===== config.mk =====
export PLATFORM = sky130hd
export DESIGN_NAME = branch_predictor_flat
export DESIGN_NICKNAME = d
export VERILOG_FILES = /design/src/rtl/branch_predictor_pkg.sv /design/src/rtl/branch_predictor_if.sv /design/src/rtl/branch_predictor_sat_counter_2b.sv /design/src/rtl/branch_predictor.sv /design/src/flat_wrapper.sv
export SDC_FILE = /design/constraint.sdc
export NUM_CORES = 1
export LEC_CHECK = 0
export ABC_AREA = 0
export CAP_MARGIN = 20
export CORE_ASPECT_RATIO = 0.9
export CORE_MARGIN = 1
export CORE_UTILIZATION = 40
export CTS_BUF_LIST = sky130_fd_sc_hd__clkbuf_8
export CTS_CLUSTER_SIZE = 30
export DETAILED_ROUTE_END_ITERATION = 16
export SETUP_SLACK_MARGIN = 0.05
export SYNTH_ARGS = -nofsm -noshare
export SYNTH_HDL_FRONTEND = slang
export SYNTH_HIERARCHICAL = 1
export SYNTH_SLANG_ARGS = --single-unit

===== constraint.sdc =====
create_clock -name clk -period 23.7 [get_ports clk]
set_clock_uncertainty 0.15 [all_clocks]
set_input_delay 2.37 -clock clk [delete_from_list [all_inputs] [get_ports clk]]
set_output_delay 2.37 -clock clk [all_outputs]
set_load 0.005 [all_outputs]

===== src/rtl/branch_predictor_pkg.sv =====
// Shared types and geometry for the direct-mapped 2-bit branch predictor.
package branch_pred_pkg;

   localparam int unsigned PC_W    = 16;
   localparam int unsigned IDX_W   = 3;
   localparam int unsigned TAG_W   = 12;
   localparam int unsigned ENTRIES = 8;

   typedef enum logic [1:0] {
      STRONG_NT = 2'b00,
      WEAK_NT   = 2'b01,
      WEAK_T    = 2'b10,
      STRONG_T  = 2'b11
   } ctr_e;

endpackage


===== src/rtl/branch_predictor_if.sv =====
// Fetch/decode-side signal bundle between the pipeline (master) and the predictor (slave).
interface branch_predictor_if;
   import branch_pred_pkg::*;

   logic [PC_W-1:0] PC_curr;
   logic [PC_W-1:0] IF_ID_PC_curr;
   logic            Branch;
   logic            IF_ID_stall;
   logic            actual_taken;
   logic [PC_W-1:0] actual_target;
   logic            IF_ID_predicted_taken;
   logic [PC_W-1:0] IF_ID_predicted_target;
   logic            predicted_taken;
   logic [PC_W-1:0] predicted_target;
   logic            branch_mispredicted;
   logic [15:0]     mispredict_count;

   modport master (
      output PC_curr, IF_ID_PC_curr, Branch, IF_ID_stall, actual_taken, actual_target,
             IF_ID_predicted_taken, IF_ID_predicted_target,
      input  predicted_taken, predicted_target, branch_mispredicted, mispredict_count
   );

   modport slave (
      input  PC_curr, IF_ID_PC_curr, Branch, IF_ID_stall, actual_taken, actual_target,
             IF_ID_predicted_taken, IF_ID_predicted_target,
      output predicted_taken, predicted_target, branch_mispredicted, mispredict_count
   );

endinterface


===== src/rtl/branch_predictor_sat_counter_2b.sv =====
// Combinational next-state for a 2-bit saturating taken/not-taken counter.
import branch_pred_pkg::*;

module sat_counter_2b (
   input  ctr_e cur,
   input  logic taken,
   output ctr_e next
);

   always_comb begin
      next = cur;
      if (taken) begin
         if (cur != STRONG_T) next = ctr_e'(cur + 2'd1);
      end else begin
         if (cur != STRONG_NT) next = ctr_e'(cur - 2'd1);
      end
   end

endmodule


===== src/rtl/branch_predictor.sv =====
// 8-entry direct-mapped branch predictor: combinational IF lookup, update and
// misprediction check on the resolving ID branch.
import branch_pred_pkg::*;

module branch_predictor (
   input  logic              clk,
   input  logic              rst,
   branch_predictor_if.slave bp
);

   logic              valid_q [ENTRIES];
   logic [TAG_W-1:0]  tag_q   [ENTRIES];
   ctr_e              ctr_q   [ENTRIES];
   logic [PC_W-1:0]   tgt_q   [ENTRIES];
   logic [15:0]       cnt_q, cnt_d;

   logic [IDX_W-1:0]  lu_idx, up_idx;
   logic [TAG_W-1:0]  lu_tag, up_tag;
   logic              lu_hit, up_hit, resolve;
   ctr_e              ctr_nxt;

   assign lu_idx  = bp.PC_curr[IDX_W:1];
   assign lu_tag  = bp.PC_curr[PC_W-1:IDX_W+1];
   assign up_idx  = bp.IF_ID_PC_curr[IDX_W:1];
   assign up_tag  = bp.IF_ID_PC_curr[PC_W-1:IDX_W+1];
   assign resolve = bp.Branch & ~bp.IF_ID_stall;

   always_comb begin
      lu_hit              = valid_q[lu_idx] && (tag_q[lu_idx] == lu_tag);
      up_hit              = valid_q[up_idx] && (tag_q[up_idx] == up_tag);
      bp.predicted_taken  = lu_hit & ctr_q[lu_idx][1];
      bp.predicted_target = bp.predicted_taken ? tgt_q[lu_idx] : '0;
      bp.branch_mispredicted = resolve &
         ((bp.actual_taken != bp.IF_ID_predicted_taken) |
          (bp.actual_taken & (bp.IF_ID_predicted_target != bp.actual_target)));
      cnt_d = (bp.branch_mispredicted && cnt_q != '1) ? cnt_q + 16'd1 : cnt_q;
   end

   assign bp.mispredict_count = cnt_q;

   sat_counter_2b u_ctr (
      .cur   (ctr_q[up_idx]),
      .taken (bp.actual_taken),
      .next  (ctr_nxt)
   );

   // Lookup reads registered state, so a same-index update shows up next cycle.
   always_ff @(posedge clk or posedge rst) begin
      if (rst) begin
         for (int unsigned i = 0; i < ENTRIES; i++) begin
            valid_q[i] <= 1'b0;
            tag_q[i]   <= '0;
            ctr_q[i]   <= STRONG_NT;
            tgt_q[i]   <= '0;
         end
         cnt_q <= '0;
      end else begin
         if (resolve) begin
            if (up_hit) begin
               ctr_q[up_idx] <= ctr_nxt;
               if (bp.actual_taken) tgt_q[up_idx] <= bp.actual_target;
            end else begin
               valid_q[up_idx] <= 1'b1;
               tag_q[up_idx]   <= up_tag;
               ctr_q[up_idx]   <= bp.actual_taken ? WEAK_T : WEAK_NT;
               tgt_q[up_idx]   <= bp.actual_target;
            end
         end
         cnt_q <= cnt_d;
      end
   end

endmodule

===== src/flat_wrapper.sv =====
// flat-port wrapper written by rule: the top's interface ports become plain ports
module branch_predictor_flat 
  (clk, rst, bp_PC_curr, bp_IF_ID_PC_curr, bp_Branch, bp_IF_ID_stall, bp_actual_taken, bp_actual_target, bp_IF_ID_predicted_taken, bp_IF_ID_predicted_target, bp_predicted_taken, bp_predicted_target, bp_branch_mispredicted, bp_mispredict_count);
  branch_predictor_if bp_i ();
  input  logic clk;
  input  logic rst;
  input wire logic [$bits(bp_i.PC_curr)-1:0] bp_PC_curr;
  input wire logic [$bits(bp_i.IF_ID_PC_curr)-1:0] bp_IF_ID_PC_curr;
  input wire logic [$bits(bp_i.Branch)-1:0] bp_Branch;
  input wire logic [$bits(bp_i.IF_ID_stall)-1:0] bp_IF_ID_stall;
  input wire logic [$bits(bp_i.actual_taken)-1:0] bp_actual_taken;
  input wire logic [$bits(bp_i.actual_target)-1:0] bp_actual_target;
  input wire logic [$bits(bp_i.IF_ID_predicted_taken)-1:0] bp_IF_ID_predicted_taken;
  input wire logic [$bits(bp_i.IF_ID_predicted_target)-1:0] bp_IF_ID_predicted_target;
  output wire logic [$bits(bp_i.predicted_taken)-1:0] bp_predicted_taken;
  output wire logic [$bits(bp_i.predicted_target)-1:0] bp_predicted_target;
  output wire logic [$bits(bp_i.branch_mispredicted)-1:0] bp_branch_mispredicted;
  output wire logic [$bits(bp_i.mispredict_count)-1:0] bp_mispredict_count;
  assign bp_i.PC_curr = bp_PC_curr;
  assign bp_i.IF_ID_PC_curr = bp_IF_ID_PC_curr;
  assign bp_i.Branch = bp_Branch;
  assign bp_i.IF_ID_stall = bp_IF_ID_stall;
  assign bp_i.actual_taken = bp_actual_taken;
  assign bp_i.actual_target = bp_actual_target;
  assign bp_i.IF_ID_predicted_taken = bp_IF_ID_predicted_taken;
  assign bp_i.IF_ID_predicted_target = bp_IF_ID_predicted_target;
  assign bp_predicted_taken = bp_i.predicted_taken;
  assign bp_predicted_target = bp_i.predicted_target;
  assign bp_branch_mispredicted = bp_i.branch_mispredicted;
  assign bp_mispredict_count = bp_i.mispredict_count;
  branch_predictor u_core (.clk(clk), .rst(rst), .bp(bp_i));
endmodule

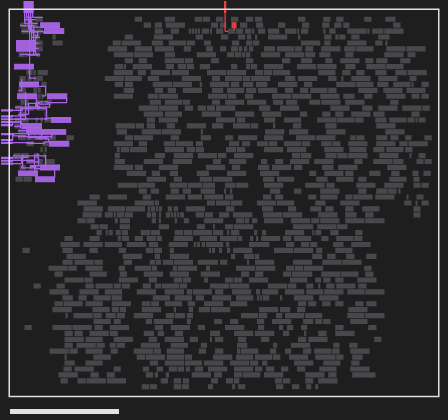
Fig. 1. Wires at chosen ports, followed through buffers (run 1).
Bar = 50 microns.
| port | colour | direction | edge | end cells | buffers | wire |
|---|---|---|---|---|---|---|
| `bp_IF_ID_stall` | red | input | top | 1 | 1 | 13.5 microns |
| `bp_mispredict_count` | purple | output | 11 left, 5 top | 16 | 16 | 594 microns |

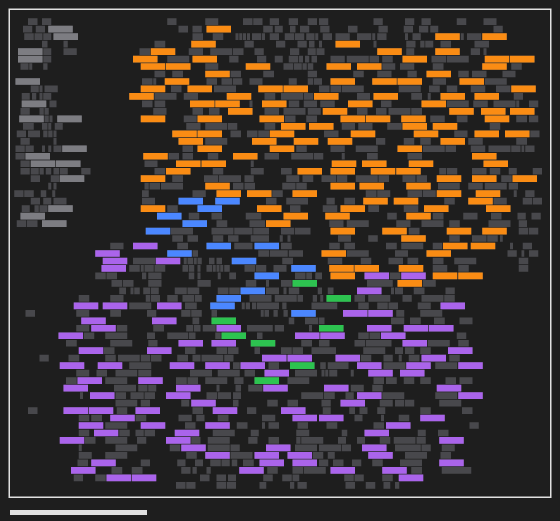
Fig. 2. Sequential cells coloured by netlist name (run 1).
Bar = 50 microns. Other sequential cells in the stronger grey, the rest of the logic in the fainter grey.
| name in the netlist | colour | flops |
|---|---|---|
| `u_core/valid_q` | green | 8 |
| `u_core/ctr_q` | blue | 16 |
| `u_core/tgt_q` | orange | 128 |
| `u_core/tag_q` | purple | 96 |
not coloured: 16

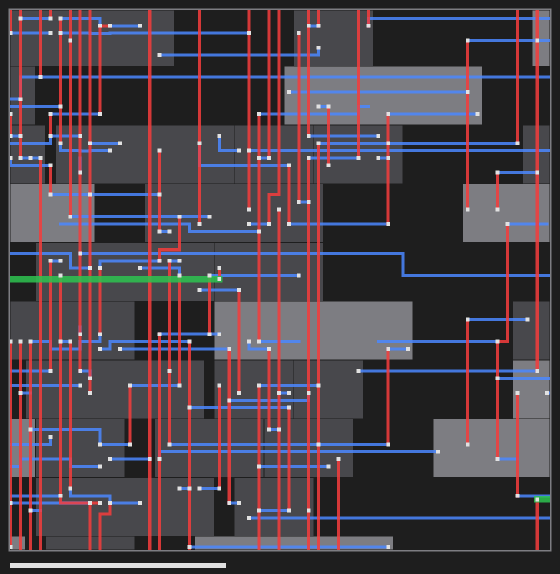
Fig. 3. Layout detail (run 1).
Bar = 10 microns. Window x 37 to 62, y 32 to 57 microns. Cells in grey, sequential cells in the stronger grey; small squares are vias.
| layer | colour |
|---|---|
| metal 2 | red |
| metal 1 | blue |
| metal 3 | green |
most frequent: mux4_2 (7), mux2i_1 (4)
cells with their middle in the window: 20
netlist names of flops here include: `u_core/tag_q` (3)
sequential cells in the window: 3

==> run notes, run 1 <==
- **quantity of hold-fixing buffers added after cts** 0
- **CTS H-Tree Depth** 2
- **total sequential power** 0.000618 W
- **post-route DRC violation count** 0
- **DRC marker count from the first detailed-route iteration** 337
- **hpwl dp** 18.7 mm
- **Die Span Y** 177 microns
- **first-pass GRT wire length** 49.6 mm
- **slowest stage cell, crit path** sky130_fd_sc_hd__buf_4
- **flop share of the area** 0.419
- **setup slack after layout** 15230 ps
- **fraction of the mapped netlist area in adder cells** 0.00258
- **Top area cell types** sky130_fd_sc_hd__dfrtp_1 (49%), sky130_fd_sc_hd__mux2_2 (14%), sky130_fd_sc_hd__mux4_2 (13%), sky130_fd_sc_hd__mux2_4 (4.5%), sky130_fd_sc_hd__mux2_1 (3.3%)
- **final core utilization** 0.475
- **YS chip area** 13600 sq um
- **data arrival time of the worst path** 5950 ps
- **MaxCap Viol Count** 0
- **Crit. Startpoint** bp_PC_curr[1]
- **destination of the critical timing path** bp_predicted_target[3]
- **switching power share of the total** 0.268
- **number of nets at floorplan** 962
- **FILL cells** 2947
- **highest achievable clock rate** 0.118 GHz
- **Layout area overhead** 15.9%
- **power in combinational cells** 0.000282 W
- **die outline area** 34800 sq um
- **number of nets with antenna violations after detailed routing** 0
- **Top pwr grp** sequential cells
- **internal power consumption** 0.000958 W
- **area share of xor/xnor cells in the synthesized design** 0.0354
- **overall via count from detail_route** 7813
- **mapped cell area** 13600 sq um
- **unrepaired setup endpoints after global routing** no
- **last weighted congestion value of the routability-driven placer** 0.714
- **critical path capture point type** primary output
- **floorplan row count** 63
- **simple-gate portion of the synthesized area** 0.0378
- **Pre-Repair DR Iteration Count** 4
- **final-report max-slew violation count** 0
- **top register by number of flip-flops** u_core/tgt_q
- **Flops** 264
- **dominant delay contributor by cell family on the critical path** buffers and inverters
- **Max rail drop VDD** 0.0445 mV
- **status** completed
- **area share of the largest cell type after synthesis** 0.486
- **post-synthesis instance total** 891
Fig. 4: run 1, routing congestion
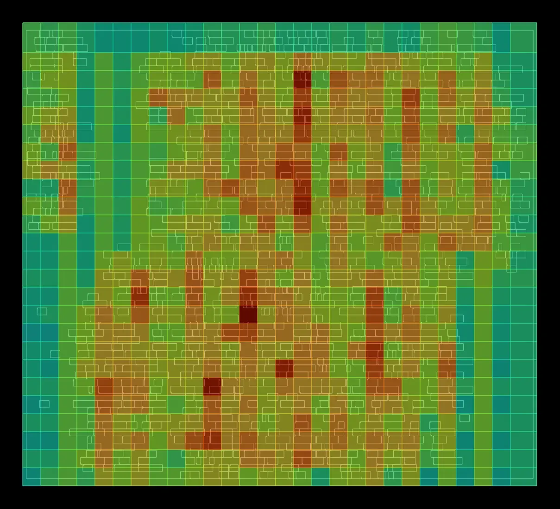

--- run 2 (diff from run 1) ---
==> constraint.sdc (replaced) <==
create_clock -name clk -period 6.9 [get_ports clk]
set_clock_uncertainty 0.15 [all_clocks]
set_input_delay 0.69 -clock clk [delete_from_list [all_inputs] [get_ports clk]]
set_output_delay 0.69 -clock clk [all_outputs]
set_load 0.005 [all_outputs]
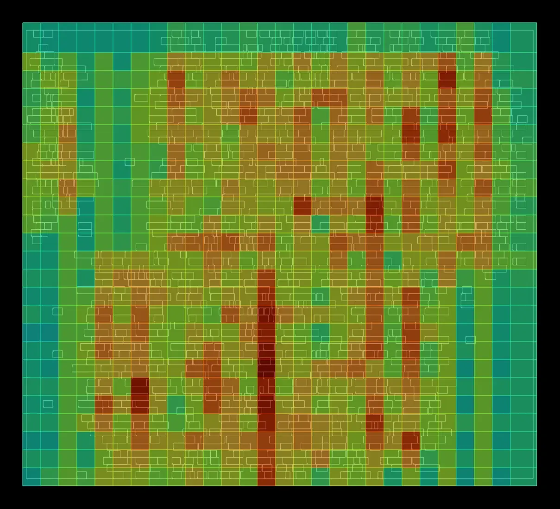
Fig. 5. Routing congestion (run 2).
final core utilization: 0.477
GR Util met2: 0.296
GRT Util Overall: 0.188
met3 capacity usage during global routing: 0.0316
fraction of met1 tracks used by global routing: 0.271

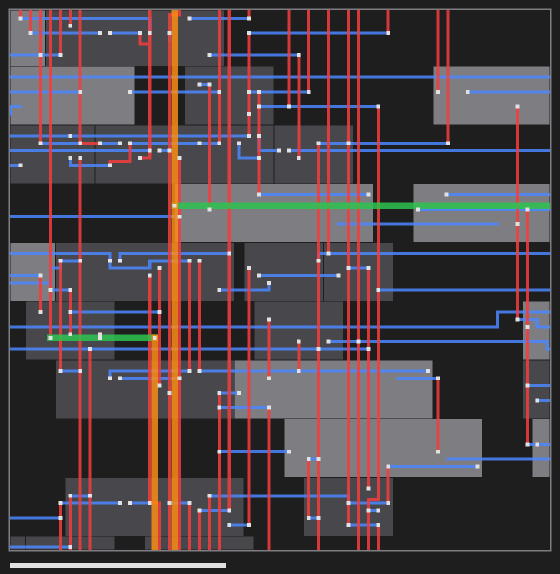
Fig. 6. Layout detail (run 2).
Bar = 10 microns. Window x 37 to 62, y 32 to 57 microns. Cells in grey, sequential cells in the stronger grey; small squares are vias.
| layer | colour |
|---|---|
| metal 3 | green |
| metal 4 | orange |
| metal 1 | blue |
| metal 2 | red |
cells with their middle in the window: 19
netlist names of flops here include: `u_core/tag_q` (6)
sequential cells in the window: 6
most frequent: dfrtp_1 (6), mux4_2 (5), mux2_2 (5)

==> run 2 against run 1 <==
Effect of this change: clock-buffer cell count up 6; clock power rose to 3.5 times the previous value; non-clock buffer count up 2; sequential power rose to 3.4 times the previous value.
==> run notes, run 2 <==
- **Max rail drop VDD** 0.115 mV, +160%
- **post-route DRC violation count** 0, unchanged
- **power in combinational cells** 0.000970 W, +240%
- **quantity of hold-fixing buffers added after cts** 0, unchanged
- **destination of the critical timing path** bp_predicted_target[15]
- **area share of xor/xnor cells in the synthesized design** 0.0354, unchanged
- **Crit. Startpoint** bp_PC_curr[2]
- **Pre-Repair DR Iteration Count** 4, unchanged
- **flop share of the area** 0.418, -0.00146
- **setup slack after layout** 2010 ps, -13220 ps
- **dominant delay contributor by cell family on the critical path** buffers and inverters
- **die outline area** 34800 sq um, unchanged
- **CTS H-Tree Depth** 2, unchanged
- **highest achievable clock rate** 0.205 GHz
- **simple-gate portion of the synthesized area** 0.0378, unchanged
- **switching power share of the total** 0.266, -0.00209
- **Flops** 264, unchanged
- **mapped cell area** 13600 sq um, unchanged
- **MaxCap Viol Count** 0, unchanged
- **status** completed
- **number of nets at floorplan** 962, unchanged
- **overall via count from detail_route** 7812, -0.013%
- **total sequential power** 0.00212 W, +240%
- **slowest stage cell, crit path** sky130_fd_sc_hd__buf_4
- **FILL cells** 2924, -0.78%
- **YS chip area** 13600 sq um, unchanged
Power is estimated from default activity; no workload was simulated.
